--- src/rtl/core_run_controller_if.sv ---
// Board-side and DataPath-side signals of the run/step/breakpoint controller.
// The controller takes the slave modport; the board/DataPath glue takes master.
interface core_run_controller_if #(
  parameter int PC_W  = 32,
  parameter int CNT_W = 32
);
  logic             run_sw;
  logic             step_btn;
  logic             bp_en;
  logic [PC_W-1:0]  bp_addr;
  logic [PC_W-1:0]  pc;
  logic             halt_req;
  logic             cnt_clr;
  logic             cpu_en;
  logic [1:0]       state;
  logic             halted;
  logic [CNT_W-1:0] cycle_count;

  modport master (
    output run_sw, step_btn, bp_en, bp_addr, pc, halt_req, cnt_clr,
    input  cpu_en, state, halted, cycle_count
  );

  modport slave (
    input  run_sw, step_btn, bp_en, bp_addr, pc, halt_req, cnt_clr,
    output cpu_en, state, halted, cycle_count
  );
endinterface

--- src/rtl/core_run_controller.sv ---
// Run/step/breakpoint controller for the single-cycle RISC-V DataPath: gates the
// core clock-enable from a switch, a step button, a PC breakpoint and EBREAK/ECALL.
module core_run_controller #(
  parameter int PC_W  = 32,
  parameter int CNT_W = 32
) (
  input  logic                 clk,
  input  logic                 reset,
  core_run_controller_if.slave bus
);

  localparam logic [1:0] IDLE  = 2'd0;
  localparam logic [1:0] RUN   = 2'd1;
  localparam logic [1:0] STEP  = 2'd2;
  localparam logic [1:0] BREAK = 2'd3;

  logic [1:0]       state_q;
  logic [1:0]       state_d;
  logic             run_s1, run_s2;
  logic             step_s1, step_s2, step_s3;
  logic             run_s;
  logic             step_pulse;
  logic             bp_armed;
  logic             bp_hit;
  logic [PC_W-1:0]  pc_diff;
  logic             cpu_en;
  logic [CNT_W-1:0] cnt_q;

  // NOTE: state is assigned with <= so every flop samples pre-edge values;
  // async reset sits in the sensitivity list so outputs clear without a clock.
  always_ff @(posedge clk or posedge reset) begin
    if (reset) begin
      run_s1  <= 1'b0;
      run_s2  <= 1'b0;
      step_s1 <= 1'b0;
      step_s2 <= 1'b0;
      step_s3 <= 1'b0;
    end else begin
      run_s1  <= bus.run_sw;
      run_s2  <= run_s1;
      step_s1 <= bus.step_btn;
      step_s2 <= step_s1;
      step_s3 <= step_s2;
    end
  end

  assign run_s      = run_s2;
  assign step_pulse = step_s2 & ~step_s3;

  assign pc_diff = bus.pc ^ bus.bp_addr;
  assign bp_hit  = bus.bp_en & bp_armed & ~|pc_diff;

  // The breakpoint instruction itself is held off; EBREAK in RUN still retires.
  assign cpu_en = ((state_q == RUN) & ~bp_hit) | (state_q == STEP);

  // NOTE: state_d gets a default before the case so no path leaves it
  // unassigned, which would otherwise infer a latch.
  always_comb begin
    state_d = state_q;
    case (state_q)
      IDLE: begin
        if (run_s)           state_d = RUN;
        else if (step_pulse) state_d = STEP;
      end
      RUN: begin
        if (!run_s)            state_d = IDLE;
        else if (bus.halt_req) state_d = BREAK;
        else if (bp_hit)       state_d = BREAK;
      end
      STEP: begin
        state_d = bus.halt_req ? BREAK : IDLE;
      end
      BREAK: begin
        if (!run_s)          state_d = IDLE;
        else if (step_pulse) state_d = STEP;
      end
      default: state_d = IDLE;
    endcase
  end

  always_ff @(posedge clk or posedge reset) begin
    if (reset) begin
      state_q <= IDLE;
    end else begin
      state_q <= state_d;
    end
  end

  // Disarm on entry to RUN so a resume executes the instruction at bp_addr.
  always_ff @(posedge clk or posedge reset) begin
    if (reset) begin
      bp_armed <= 1'b0;
    end else if ((state_d == RUN) && (state_q != RUN)) begin
      bp_armed <= 1'b0;
    end else if (state_q == RUN) begin
      bp_armed <= 1'b1;
    end
  end

  always_ff @(posedge clk or posedge reset) begin
    if (reset) begin
      cnt_q <= '0;
    end else if (bus.cnt_clr) begin
      cnt_q <= '0;
    end else if (cpu_en && (cnt_q != {CNT_W{1'b1}})) begin
      cnt_q <= cnt_q + CNT_W'(1);
    end
  end

  assign bus.cpu_en      = cpu_en;
  assign bus.state       = state_q;
  assign bus.halted      = (state_q == IDLE) | (state_q == BREAK);
  assign bus.cycle_count = cnt_q;

endmodule

--- src/flat_wrapper.sv ---
// flat-port wrapper written by rule: the top's interface ports become plain ports
module core_run_controller_flat 
#(
  parameter int PC_W  = 32,
  parameter int CNT_W = 32
)
  (clk, reset, bus_run_sw, bus_step_btn, bus_bp_en, bus_bp_addr, bus_pc, bus_halt_req, bus_cnt_clr, bus_cpu_en, bus_state, bus_halted, bus_cycle_count);
  core_run_controller_if #(.PC_W(PC_W), .CNT_W(CNT_W)) bus_i ();
  input  logic clk;
  input  logic reset;
  input wire logic [$bits(bus_i.run_sw)-1:0] bus_run_sw;
  input wire logic [$bits(bus_i.step_btn)-1:0] bus_step_btn;
  input wire logic [$bits(bus_i.bp_en)-1:0] bus_bp_en;
  input wire logic [$bits(bus_i.bp_addr)-1:0] bus_bp_addr;
  input wire logic [$bits(bus_i.pc)-1:0] bus_pc;
  input wire logic [$bits(bus_i.halt_req)-1:0] bus_halt_req;
  input wire logic [$bits(bus_i.cnt_clr)-1:0] bus_cnt_clr;
  output wire logic [$bits(bus_i.cpu_en)-1:0] bus_cpu_en;
  output wire logic [$bits(bus_i.state)-1:0] bus_state;
  output wire logic [$bits(bus_i.halted)-1:0] bus_halted;
  output wire logic [$bits(bus_i.cycle_count)-1:0] bus_cycle_count;
  assign bus_i.run_sw = bus_run_sw;
  assign bus_i.step_btn = bus_step_btn;
  assign bus_i.bp_en = bus_bp_en;
  assign bus_i.bp_addr = bus_bp_addr;
  assign bus_i.pc = bus_pc;
  assign bus_i.halt_req = bus_halt_req;
  assign bus_i.cnt_clr = bus_cnt_clr;
  assign bus_cpu_en = bus_i.cpu_en;
  assign bus_state = bus_i.state;
  assign bus_halted = bus_i.halted;
  assign bus_cycle_count = bus_i.cycle_count;
  core_run_controller #(.PC_W(PC_W), .CNT_W(CNT_W)) u_core (.clk(clk), .reset(reset), .bus(bus_i));
endmodule
--- config.mk ---
export PLATFORM = sky130hd
export DESIGN_NAME = core_run_controller_flat
export DESIGN_NICKNAME = d
export VERILOG_FILES = /design/src/rtl/core_run_controller_if.sv /design/src/rtl/core_run_controller.sv /design/src/flat_wrapper.sv
export SDC_FILE = /design/constraint.sdc
export NUM_CORES = 1
export LEC_CHECK = 0
export CORE_MARGIN = 5
export CORE_UTILIZATION = 29
export CTS_BUF_LIST = sky130_fd_sc_hd__clkbuf_4 sky130_fd_sc_hd__clkbuf_8 sky130_fd_sc_hd__clkbuf_16
export DETAILED_ROUTE_END_ITERATION = 8
export GPL_ROUTABILITY_DRIVEN = 0
export HOLD_SLACK_MARGIN = 0.08
export MAX_ROUTING_LAYER = met4
export PLACE_DENSITY = 0.57
export SETUP_SLACK_MARGIN = 0.3
export SKIP_CTS_REPAIR_TIMING = 1
export SYNTH_ARGS = -nofsm -noshare
export SYNTH_HDL_FRONTEND = slang
export SYNTH_SLANG_ARGS = --single-unit
--- constraint.sdc ---
create_clock -name clk -period 3.7 [get_ports clk]
set_input_delay 0.555 -clock clk [delete_from_list [all_inputs] [get_ports clk]]
set_output_delay 0.555 -clock clk [all_outputs]
set_load 0.01 [all_outputs]
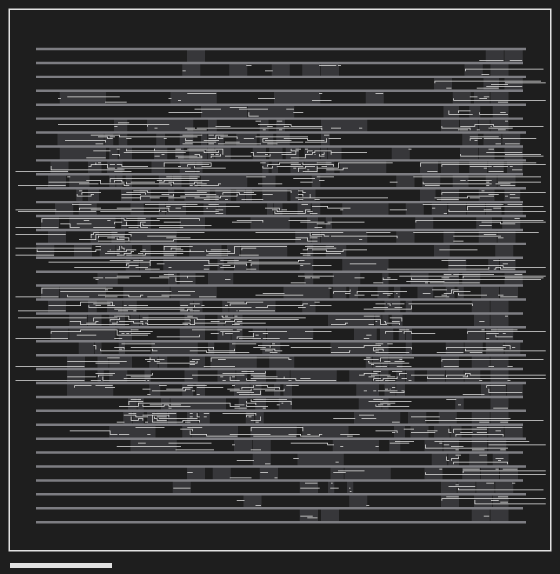
run_1/met1.png
The bar under the picture is 20 um long. Supply wires on this layer in gray.
main direction = horizontal
longest straight run = 31.7 um
share of all routed wire = 48%
nets with wire on the layer = 405

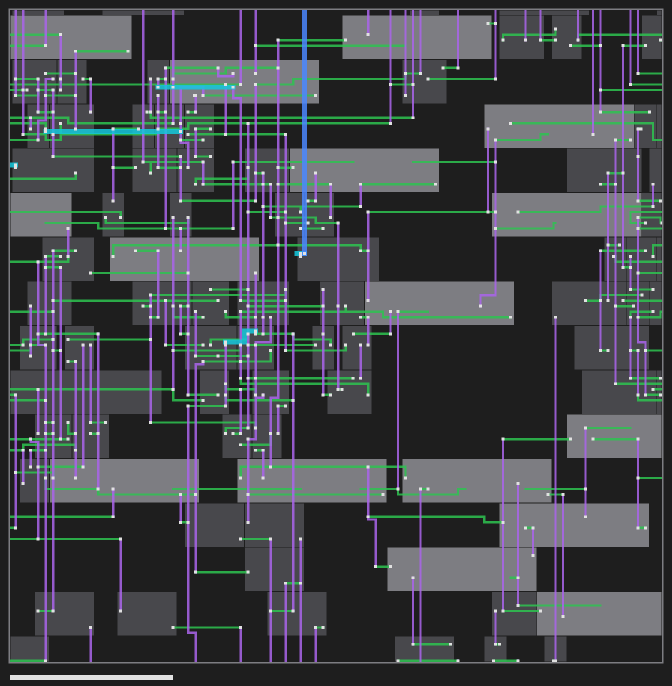
run_1/zoom.png
The bar under the picture is 10 um long. Region (33, 12) to (73, 52) um. Cells in gray, sequential cells in the stronger gray; small squares are vias.
met3 -> cyan
met2 -> purple
met1 -> green
met4 -> blue
cells with their middle in the window = 77
sequential cells in the window = 15
netlist names of flops here include = u_core.bus.cycle_count (8), u_core.bus.state (2)
most frequent = dfrtp_1 (15), a21oi_1 (8), clkdlybuf4s50_1 (8)

==> results_dict.tcl, run 1 <==
# place-and-route summary
set metrics [dict create \
    grt_max_degree 53 \
    clockBufferDepth 2 \
    xor_share_pct 10.9 \
    powerDensity_nw_per_um2 366 \
    first_global_vias 2561 \
    clk_pin_slew_ps 80 \
    ff2ff_path_depth 7 \
    grt_pass1_wl_mm 13.1 \
    clk_latency_ps 300 \
    area_leaders "dfrtp_1 38%, xnor2_1 6.9%, a21oi_1 6.0%, o31ai_1 4.0%, xor2_1 4.0%" \
    synthAoiAreaFrac_pct 16.8 \
    final_net_count 467 \
    row_count 34 \
    die-height_um 106 \
    hold_path_class "flop to flop" \
    h-tree-depth 2 \
    most_common_cell "dfrtp_1" \
    ff_type "dfrtp_1" \
    fa_ha_area_share_pct 2.36 \
    wirelength_mm 8.21 \
    reg2reg_setup_slack_ps 990 \
    synth_cells 287 \
    period_minus_slack_ps 3040 \
    ys.flops 40 \
    tritoncts "done" \
    max-slew-margin-rel_pct 65.0 \
    initCoreUtil_pct 30.1 \
    tightest_slew_ps 525 \
    drv_cap 0 \
    period_used_pct 82.1 \
    drive_gt1_share_pct 7.91 \
    yosysTopAreaCell "dfrtp_1" \
    mux_area_share_pct 0.803 \
    timing.rr.end "u_core.bus.cycle_count[23]$_DFFE_PP0P_" \
    ant_nets 0 \
    drc 0 \
    finalSetupTns_ps 0 \
    syn-num-nets 363 \
    n_fill_cell 888 \
    rsz0062_at_grt "no" \
    overflow 0 \
    synthDistinctLibCells 50 \
    drtIter0Drc 172 \
    die_area_um2 11100 \
    r2r-start "u_core.bus.cycle_count[20]$_DFFE_PP0P_" \
    cts_root_buffer "clkbuf_8" \
    route.met3.wl_um 617 \
    fin_skew_ps 6.59 \
    fmax_ghz 0.329 \
    grtUsageTotal_pct 14.7 \
    p_total_mw 1.43 \
    arrival_ps 2480 \
    crit_start "bus_bp_addr[26]" \
    logic_family "simple AND/OR/NAND/NOR gates" \
    top_layer "met4" \
    avgSynthCellArea_um2 9.22 \
    warnings 29 \
    cp_slowest_cell "clkdlybuf4s50_1" \
    worstSetupEndpoint "bus_cpu_en" \
    wl_met2_mm 3.59 \
    yosys_cells 287 \
    routed_via_density 5.31 \
    worst_ep_required_time_ps 3140 \
    vias 2655 \
    path_buffers 2 \
    crit_type "input port to primary output" \
    areaGrowthSynthToFinish_pct 47.2 \
    start_kind "input port" \
    finalMaxSlewViolations 0 \
    die_w_um 106 \
    setup-violations-final 0 \
    p_leak_nw 1.42 \
    drt-pass1-iter-count 4 \
    dp_hpwl_mm 6.07 \
    max-vdd-ir-drop_v 0.000268 \
    hold_violations 0 \
    boundaryPins 107 \
    status "completed" \
    m1WireLength_mm 3.90 \
    synth_warnings 0 \
    netlist_area_um2 2650 \
    top_area_share_pct 37.8 \
    yosys_area_um2 2650 \
    yosys.area_share.simple_pct 26.0 \
    cpPeakStageDelay_ps 480 \
    crit_chain "clkdlybuf4s50_1, xor2_1, nor4_1, and4_1, a31o_2, nand2_1, clkdlybuf4s50_1" \
    path_depth 7 \
    wire_per_inst_um 16.4 \
    path_common_cell "clkdlybuf4s50_1" \
    edf_count 0 \
    core_area_um2 8810 \
    numClockSinks 40 \
    numCtsBuffers 5 \
    antenna_found_initial 0 \
    synth_seq_share_pct 37.8 \
    end_kind "primary output" \
    top_cells_by_count "40 x dfrtp_1, 32 x a21oi_1, 24 x nand2_1" \
    port_buffers 106 \
    critPathMaxFanout 3 \
    num_antenna_cells 0 \
    cp_top_family "buffers and inverters" \
    async_flop_share_pct 100 \
]
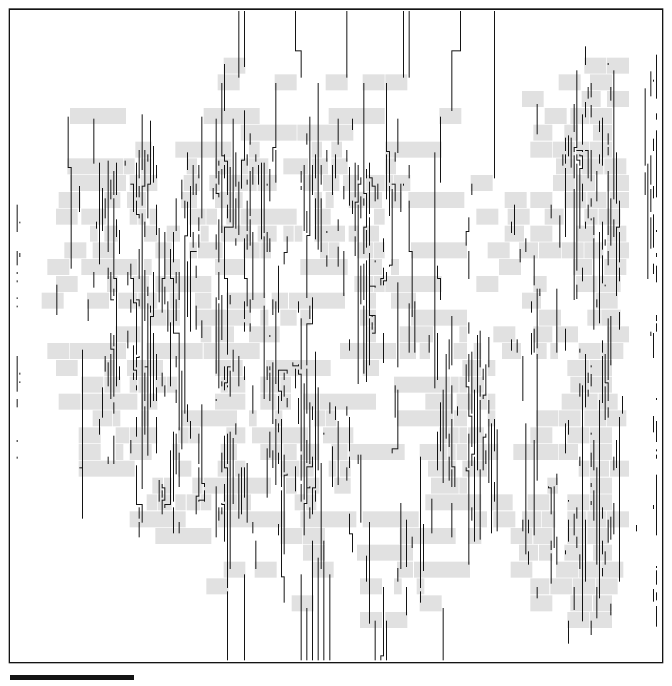
run_1/met2.png
The bar under the picture is 20 um long.
wire length on this layer = 3590 um
longest straight run = 44.5 um
main direction = vertical
share of all routed wire = 44%

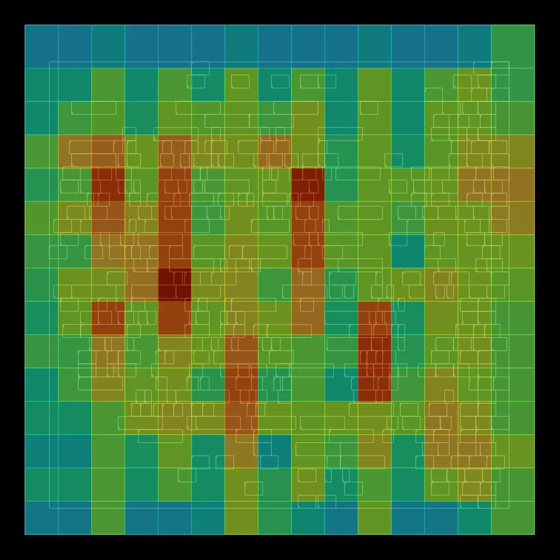
run_1/final_congestion.png
GR Util met2: 22.1%
Final Util: 44.3%

[run 1: sequential cells by signal, summed over array words and instances (netlist names)]
| name | flops |
|---|---|
| u_core.run_s | 1 |
| u_core.step_s3 | 1 |
| u_core.step_s2 | 1 |
| u_core.bus.cycle_count | 32 |
| u_core.bp_armed | 1 |
| u_core.bus.state | 2 |
| u_core.run_s1 | 1 |
| u_core.step_s1 | 1 |
[run 1: worst register-to-register path, cell delays in order (launching register included)]
cell,delay (ps)
dfrtp_1,450
nand3_2,120
or4_4,580
nor4_4,340
and4_4,270
a21o_4,400
nor2_1,120
mux2_1,320
[run 1: stage by stage]
stage               hold slack (ps)  instances  cell area [um^2]  setup WS, ps  utilization (%)
floorplan                       331        287              2650          1290                -
global placement                334        492              3790           687             43.0
detailed placement              336        492              3790           644             43.0
CTS                             356        500              3900           642             44.3
global route                    361        500              3900           573             44.3
finish                          353        500              3900           662             44.3
[run 1: final cells by class]
type | count | area [um^2] | area share, %
Clock buffer | 5 | 68.8 | 1.77
Sequential cell | 40 | 1000 | 25.7
Multi-Input combinational cell | 221 | 1510 | 38.7
Clock inverter | 3 | 42.5 | 1.09
Timing Repair Buffer | 111 | 1100 | 28.2
Inverter | 12 | 45.0 | 1.16
Tap cell | 108 | 135 | 3.47
[run 1: worst min path at each step]
stage / from / end / cells past startpoint / slack, ps
finish: u_core.step_s1$_DFF_PP0_ / u_core.step_s2$_DFF_PP0_ / 0 / 350
global route: u_core.step_s1$_DFF_PP0_ / u_core.step_s2$_DFF_PP0_ / 0 / 360
CTS: u_core.step_s1$_DFF_PP0_ / u_core.step_s2$_DFF_PP0_ / 0 / 360
detailed placement: u_core.step_s1$_DFF_PP0_ / u_core.step_s2$_DFF_PP0_ / 0 / 340
global placement: u_core.step_s1$_DFF_PP0_ / u_core.step_s2$_DFF_PP0_ / 0 / 330
floorplan: u_core.run_s1$_DFF_PP0_ / u_core.run_s$_DFF_PP0_ / 0 / 330
[run 1: metal layers]
| layer | vias up | GRT usage (%) |
|---|---|---|
| li1 | 1271 | - |
| met4 | 0 | 3.61 |
| met1 | 1257 | 20.0 |
| met5 | - | - |
| met2 | 115 | 22.1 |
| met3 | 12 | 3.42 |
[run 1: layout by cell type (no fill, tap or decap), types with 4 or more instances in the layout]
cell type	netlist	routed
nand2_1	24	24
xor2_1	12	12
nand3_1	7	7
a21oi_1	32	32
or4_1	13	13
o31ai_1	14	14
dfrtp_1	40	40
nand3b_1	5	5
nor3_1	7	7
nor2_1	10	10
or3_1	7	7
clkdlybuf4s50_1	0	106
xnor2_1	21	21
inv_1	12	12
nand4_1	9	9
nor4_1	4	4
o21ai_1	6	6
clkbuf_8	2	5
o41ai_1	6	6
ha_1	5	5
buf_4	4	5
[run 1: where the power goes]
| group | leakage (nW) | switching, mW | internal [mW] | total [mW] |
|---|---|---|---|---|
| Clock | 0.0541 | 0.164 | 0.200 | 0.364 |
| Sequential | 0.542 | 0.0331 | 0.464 | 0.497 |
| Combinational | 0.822 | 0.317 | 0.248 | 0.565 |
| Total | 1.42 | 0.515 | 0.911 | 1.43 |
==> run 2, diff against run 1 <==
--- a/config.mk
+++ b/config.mk
@@ -12,7 +12,7 @@
 export GPL_ROUTABILITY_DRIVEN = 0
 export HOLD_SLACK_MARGIN = 0.08
 export MAX_ROUTING_LAYER = met4
-export PLACE_DENSITY = 0.57
+export PLACE_DENSITY = 0.59
 export SETUP_SLACK_MARGIN = 0.3
 export SKIP_CTS_REPAIR_TIMING = 1
 export SYNTH_ARGS = -nofsm -noshare
==> constraint.sdc (replaced) <==
create_clock -name clk -period 2.75 [get_ports clk]
set_input_delay 0.4125 -clock clk [delete_from_list [all_inputs] [get_ports clk]]
set_output_delay 0.4125 -clock clk [all_outputs]
set_load 0.01 [all_outputs]
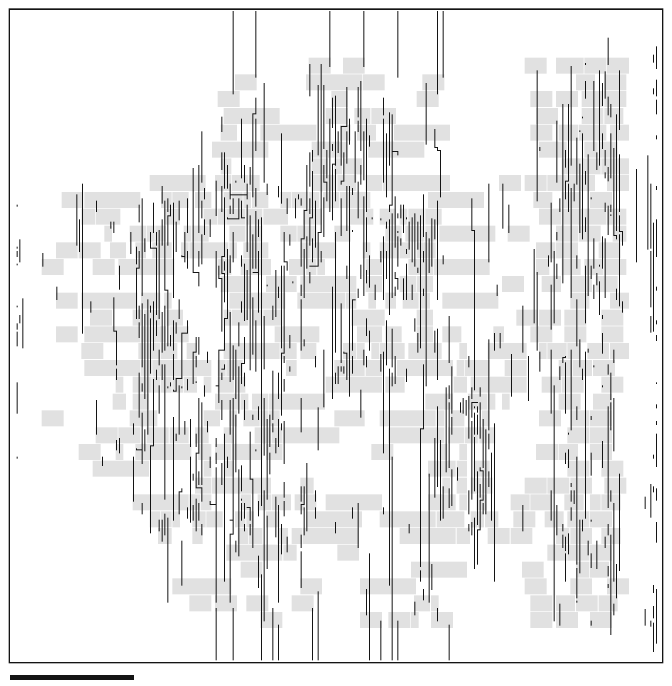
run_2/met2.png
The bar under the picture is 20 um long.
nets with wire on the layer = 420
share of all routed wire = 44%
main direction = vertical
longest straight run = 46.6 um
drt total wl: 8.56 mm
vias post-DR: 2747
GR Util met2: 24.4%

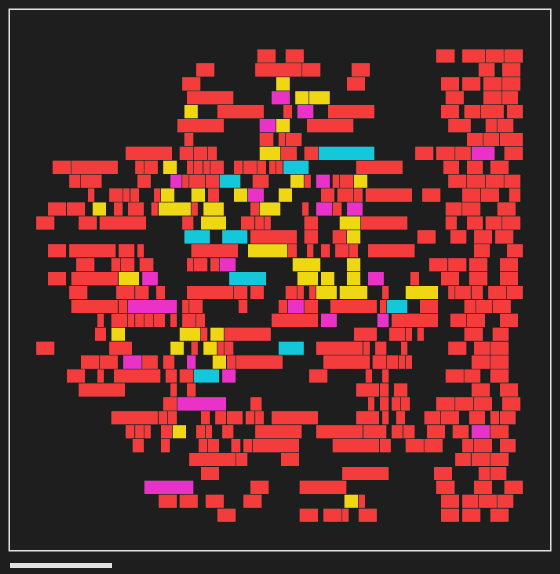
run_2/drive_strength.png
The bar under the picture is 20 um long.
drive 6 and up -> cyan  # cells 9, most used clkbuf_8
drive 1 or less -> red  # cells 343, most used clkdlybuf4s50_1
drive 3 to 4 -> yellow  # cells 38, most used buf_4
drive 2 -> magenta  # cells 22, most used a21oi_2
final worst slack: 321 ps
Layout area overhead: 56.8%
fin area: 4150 um^2
count of non-CTS buffers in the layout: 130

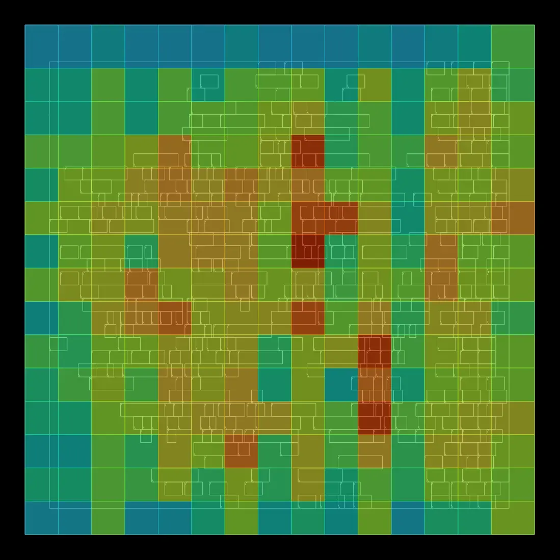
run_2/final_congestion.png
drt wl/cell: 16.5 um
total track usage: 15.3%
GR Util met3: 4.34%

==> run 2 against run 1 <==
Net effect:
- worst hold slack gained 0.54 ps
- die area did not move
- cell area is 6.5% higher
- first-iteration DRC count decreased by 22%
- combinational power up about 70%
- largest power group unchanged
- wire length is 4.3% higher
- synthesized cell count unchanged
- count of clock-buffer cells in the layout is the same
- critical endpoint is now u_core.bus.cycle_count[26]$_DFFE_PP0P_
==> results_dict.tcl, run 2 <==
# place-and-route summary
set metrics [dict create \
    edf_count 0 \
    grt_pass1_wl_mm 13.6 \
    end_kind "flop" \
    dp_hpwl_mm 6.31 \
    start_kind "input port" \
    ff_type "dfrtp_1" \
    yosys_cells 287 \
    status "completed" \
    numClockSinks 40 \
    internal_power_mw 1.37 \
    routed_via_density 5.28 \
    whs_ps 353 \
    async_flop_share_pct 100 \
    numCtsBuffers 5 \
    n_fill_cell 851 \
    die_w_um 106 \
    avgSynthCellArea_um2 9.22 \
    top_layer "met4" \
    antenna_found_initial 0 \
    cp_top_family "simple AND/OR/NAND/NOR gates" \
    powerDensity_nw_per_um2 512 \
    finalMaxSlewViolations 0 \
    clockBufferDepth 2 \
    hold_violations 0 \
    ys.flops 40 \
    mux_area_share_pct 0.803 \
    drc 0 \
    clk_pin_slew_ps 90 \
    place_inst 500 \
    crit_chain "clkdlybuf4s50_1, xor2_1, nor4_1, and4_1, a31o_4, a21o_4, buf_4, or4_4, a21oi_2" \
    area_leaders "dfrtp_1 38%, xnor2_1 6.9%, a21oi_1 6.0%, o31ai_1 4.0%, xor2_1 4.0%" \
    route.met3.wl_um 709 \
    most_common_cell "dfrtp_1" \
    clk_latency_ps 290 \
    fmax_ghz 0.412 \
    p_clk_share_pct 23.3 \
    p_total_mw 2.13 \
    setup-violations-final 0 \
    fa_ha_area_share_pct 2.36 \
    overflow 0 \
    final_net_count 487 \
    synth_cells 287 \
    tritoncts "done" \
    row_count 34 \
    cp_slowest_cell "or4_4" \
    cts_root_buffer "clkbuf_8" \
    drt-pass1-iter-count 4 \
    seqPwrFrac_pct 31.5 \
    lay_top_count "clkdlybuf4s50_1" \
    grt_max_degree 41 \
    synthDistinctLibCells 50 \
    critPathMaxFanout 6 \
    die_area_um2 11100 \
    yosysTopAreaCell "dfrtp_1" \
    p_comb_share_pct 45.2 \
    xor_share_pct 10.9 \
    yosys.area_share.simple_pct 26.0 \
    ant_nets 0 \
    top_cells_by_count "40 x dfrtp_1, 32 x a21oi_1, 24 x nand2_1" \
    h-tree-depth 2 \
    postLayoutCoreUtil_pct 47.1 \
    port_buffers 106 \
    cpPeakStageDelay_ps 480 \
    switching_share_pct 35.6 \
    drtIter0Drc 135 \
    initCoreUtil_pct 30.1 \
    num_antenna_cells 0 \
    rsz0062_at_grt "yes" \
    reg2reg_setup_slack_ps 380 \
    logic_family "simple AND/OR/NAND/NOR gates" \
    synthAoiAreaFrac_pct 16.8 \
    syn-num-nets 363 \
    power.switching_mw 0.757 \
    first_global_vias 2655 \
    largest_reg_flops 32 \
    hold_path_class "flop to flop" \
    worst_ep_required_time_ps 2970 \
    wl_met2_mm 3.80 \
    max-slew-margin-rel_pct 65.0 \
    die-height_um 106 \
    layout.cells.non_filler 520 \
    drv_cap 0 \
    yosys_area_um2 2650 \
    boundaryPins 107 \
    period_used_pct 88.3 \
    path_buffers 2 \
    arrival_ps 2650 \
    warnings 30 \
    max-vdd-ir-drop_v 0.000240 \
    core_area_um2 8810 \
    m1WireLength_mm 4.02 \
    p_leak_nw 1.57 \
    synth_warnings 0 \
    crit_type "input port to flop" \
    synth_seq_share_pct 37.8 \
    netlist_area_um2 2650 \
    fin_skew_ps 5.95 \
    tightest_slew_ps 525 \
    top_area_share_pct 37.8 \
    drive_gt1_share_pct 16.7 \
]
-- run 2: netlist changes by cell type in the layout (fill, tap and decap cells not counted), moves of 2 or more --
cell / previous run / this run
or4_1: 13 / 9
a21oi_2: 0 / 7
dlymetal6s2s_1: 0 / 4
or4_4: 1 / 5
a21oi_1: 32 / 25
clkdlybuf4s50_1: 106 / 101
buf_6: 0 / 2
buf_4: 5 / 22
dfrtp_1: 40 / 37
dfrtp_2: 0 / 3
-- run 2: area by class of cell --
type	instances	area [um^2]	area share, %
Multi-Input combinational cell	222	1590	38.2
Clock buffer	5	68.8	1.66
Tap cell	108	135	3.26
Inverter	12	45.0	1.09
Clock inverter	3	42.5	1.03
Timing Repair Buffer	130	1270	30.6
Sequential cell	40	1000	24.2
-- run 2: logic make-up after synthesis --
family                     count (synthesis)
buffers and inverters                     26
and+or+nand+nor                          111
DFF                                       40
xor gates and xnor gates                  33
AOI/OAI and AO/OA                         70
adders and majority gates                  5
muxes                                      2
-- run 2: final timing paths --
kind / startpoint / end / cells past startpoint
worst min-delay path: u_core.run_s1$_DFF_PP0_ / u_core.run_s$_DFF_PP0_ / 0
worst max-delay path: bus_pc[26] / u_core.bus.cycle_count[26]$_DFFE_PP0P_ / 9
worst max register to register: u_core.bus.cycle_count[11]$_DFFE_PP0P_ / u_core.bus.cycle_count[29]$_DFFE_PP0P_ / 6
worst min register to register: u_core.run_s1$_DFF_PP0_ / u_core.run_s$_DFF_PP0_ / 0
max in group asynchronous: reset / u_core.bus.cycle_count[7]$_DFFE_PP0P_ / 3
min in group asynchronous: reset / u_core.run_s1$_DFF_PP0_ / 3
-- run 2: power by group through the flow --
stage | registers [mW] | logic, mW | clock network, mW
6_report | 0.669 | 0.961 | 0.496
4_1_cts | 0.669 | 0.840 | 0.507
2_1_floorplan | 0.682 | 0.464 | 0
5_1_grt | 0.678 | 1.05 | 0.539
3_5_place_dp | 0.681 | 0.836 | 0
3_3_place_gp | 0.681 | 0.821 | 0
-- run 2: metal layers --
layer | up-vias | global-route usage, %
met5 | - | -
met4 | 0 | 2.59
met3 | 5 | 4.34
met2 | 125 | 24.4
met1 | 1301 | 19.8
li1 | 1316 | -
-- run 2: metrics by stage --
step	area (um^2)	setup WS [ps]	TNS (ps)
floorplan	2650	356	0
global placement	3860	-58.0	-58.1
CTS	3970	-46.6	-46.6
global route	4150	280	0
detailed placement	3860	-35.0	-68.5
finish	4150	321	0
Power is estimated from default activity; no workload was simulated.
